==> images/layers.png <==
The bar under the picture is 20 um long. Two of the layers only.
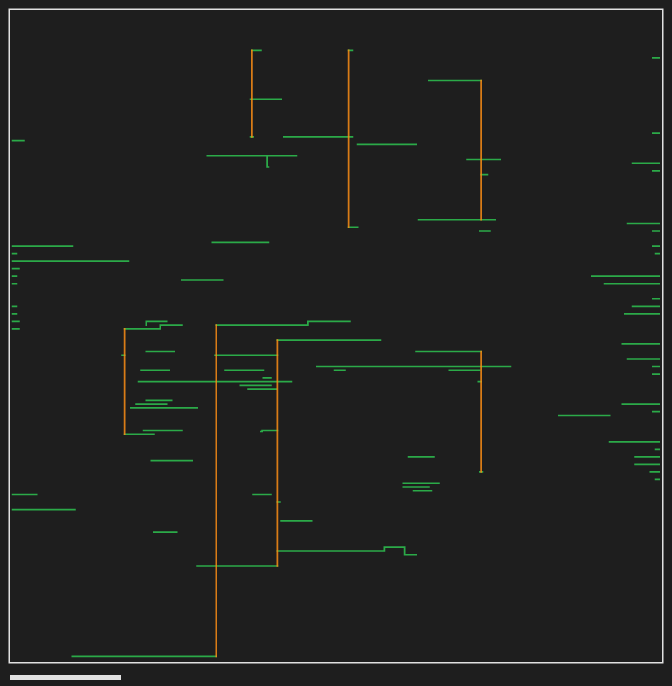
==> images/route_heat.png <==
24 x 24 tiles, from white (low) to dark blue (high), scaled to the fullest tile. Values are wire area over tile area, all layers added.
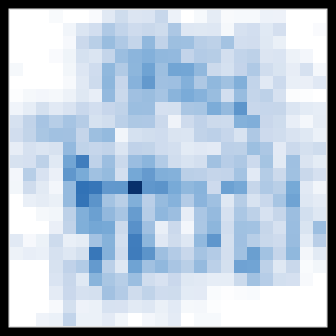
==> images/closeup.png <==
The bar under the picture is 5 um long. Window x 78 to 98, y 78 to 98 um. Cells in grey, sequential cells in the stronger grey; small squares are vias.
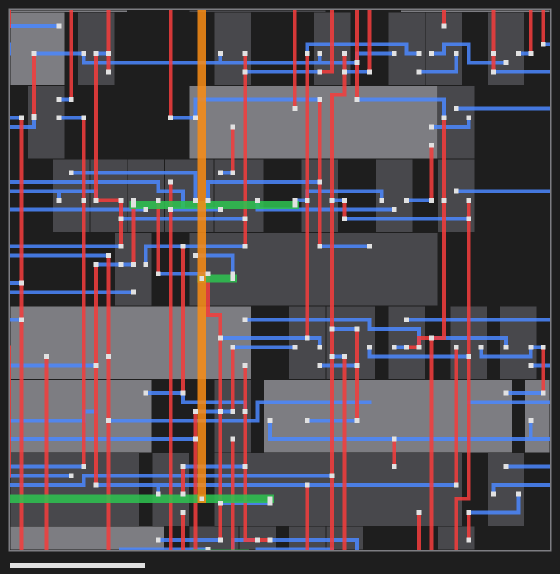
==> images/congestion_map.png <==
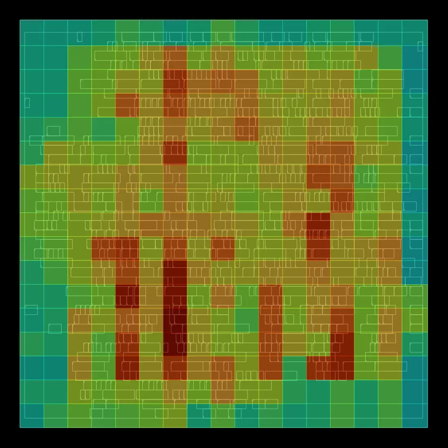
Design instr_loader, sky130hd; sources not shown.
==> writeup.txt <==
The final report lists a non-filler cell total of 917. For the count of flip-flops and latches, the log shows 136. The register share of total power was 39.3%.

The fraction of area in registers is 45.22%. The area of the core came out at 12820 um2. In the final layout, the share of cells above drive strength 1 is 6.846%. The synthesized netlist devotes 2.032% of its cell area to XOR and XNOR gates. Largest cell class by area: registers. The top layer used by detailed routing is met4. After synthesis, the largest family of logic cells by area is simple AND/OR/NAND/NOR gates. The transition time recorded at the tightest slew-check pin is 0.8400 ns.

The vias per cell came out at 5.359. The met1 layer wirelength in the final routing was 6233 um; the fraction of post-synthesis cell area in the top cell type by area was 56.41%. The largest delay contributor family on the critical path was buffers and inverters. Setup repair after global routing left no endpoint under its margin.

The run gives 0 as the final-report setup violation count. The number of placed cells counting well taps came out at 886. The number of cells on the worst reg-to-reg path is 7. Per report_power, the clock group accounts for 29.0% of the total. Per report_power, the Combinational row totals 615 uW.

Hold-check failures listed in the final report amount to 0. Clock network power for this build is 562 uW. The tree is rooted in a sky130_fd_sc_hd__clkbuf_16. For reference, the final report shows the max-slew violation count at 0. The type of destination of the critical path is a flip-flop. Synthesis handed over a netlist of 667 instances. The run gives 6033 um2 for the area of the synthesized netlist per yosys stat. The post-DP HPWL was 8851 um; the total DRC errors in the routed layout was 0. The run finished with clean final reports. On the worst path, the slowest cell contributes a delay of 0.55 ns.

The post-synthesis cell area is 6033 um2, and the combinational fraction of the cell area is 32.34%. Initial antenna violation count: 0. The number of nets at the end of the flow was 755.

Measured on the final layout, the clock distribution area share stands at 7.581%. The synthesized design contains 136 register bits. The sequential cells in the finished layout cover a total of 3403 um2.
## Picture notes: layers.png
M3: marked green, wire length 587 um. M4: marked orange, wire length 214 um.
overall track demand over capacity in global routing: 21.04%
WL per Instance: 14.97 um
via total after detailed routing: 4914
final WL: 13720 um

## Picture notes: route_heat.png
The fullest tile reaches 0.68. The mean over all tiles is 0.16. 6.6% of the tiles are over half the peak.

## Picture notes: closeup.png
M3: marked green. M2: marked red. M4: marked orange. M1: marked blue.
32 logic cells have their middle in the window. Most frequent: nand2_1 (22), dfrtp_1 (4). Sequential cells in the window: 4.

## Picture notes: congestion_map.png
most congested layer reported by global routing: met2
met2 layer usage reported by global route: 33.09%
final core utilization: 58.68%
met1 demand-to-capacity share in global routing: 28.29%
routing usage on met3: 4.603%

synthesized netlist by cell type (all sizes together) (2+ instances only):
cell,number
clkbuf,20
xnor2,4
nor2b,2
ha,4
inv,10
nor4,6
nand3b,5
and4,2
a21oi,33
and2,3
or3,2
o22ai,2
xor2,10
o31ai,3
nor2,22
a311oi,2
nand4,8
a31oi,10
a22o,3
nand3,13
o21ai,44
nand2,253
o211ai,2
o41ai,2
dfrtp,136
buf,22
o22a,3
a211oi,2
o2111ai,6
or4,3
nor3b,3
nand2b,6
and3,6
nor3,6
cell usage in the layout, fill, tap and decap left out, types with 5 or more instances in the layout:
master                            instances
sky130_fd_sc_hd__nand2b_1                 5
sky130_fd_sc_hd__inv_1                    8
sky130_fd_sc_hd__nand2_1                252
sky130_fd_sc_hd__clkinvlp_4               5
sky130_fd_sc_hd__nand4_1                  8
sky130_fd_sc_hd__clkdlybuf4s50_1         83
sky130_fd_sc_hd__o2111ai_1                6
sky130_fd_sc_hd__dfrtp_1                136
sky130_fd_sc_hd__a31oi_1                 10
sky130_fd_sc_hd__clkinv_2                 5
sky130_fd_sc_hd__o21ai_0                 42
sky130_fd_sc_hd__nor2_1                  21
sky130_fd_sc_hd__a21oi_1                 33
sky130_fd_sc_hd__and3_1                   6
sky130_fd_sc_hd__clkbuf_16               17
sky130_fd_sc_hd__nand3_1                 10
sky130_fd_sc_hd__xor2_1                  10
sky130_fd_sc_hd__nand3b_1                 5
stage by stage:
step	cell area, um2	power (uW)	worst slack (ns)	utilization (%)	hold WS, ns
after floorplan	6041	1134	4.201	-	0.2386
after global placement	6942	1353	5.132	54.13	0.2520
after detailed placement	6945	1382	5.102	54.16	0.2562
after CTS	7516	1946	5.528	58.60	0.2711
after global routing	7526	2052	5.412	58.68	0.2808
final	7526	1937	5.565	58.68	0.2632
Power and IR drop assume default switching activity.
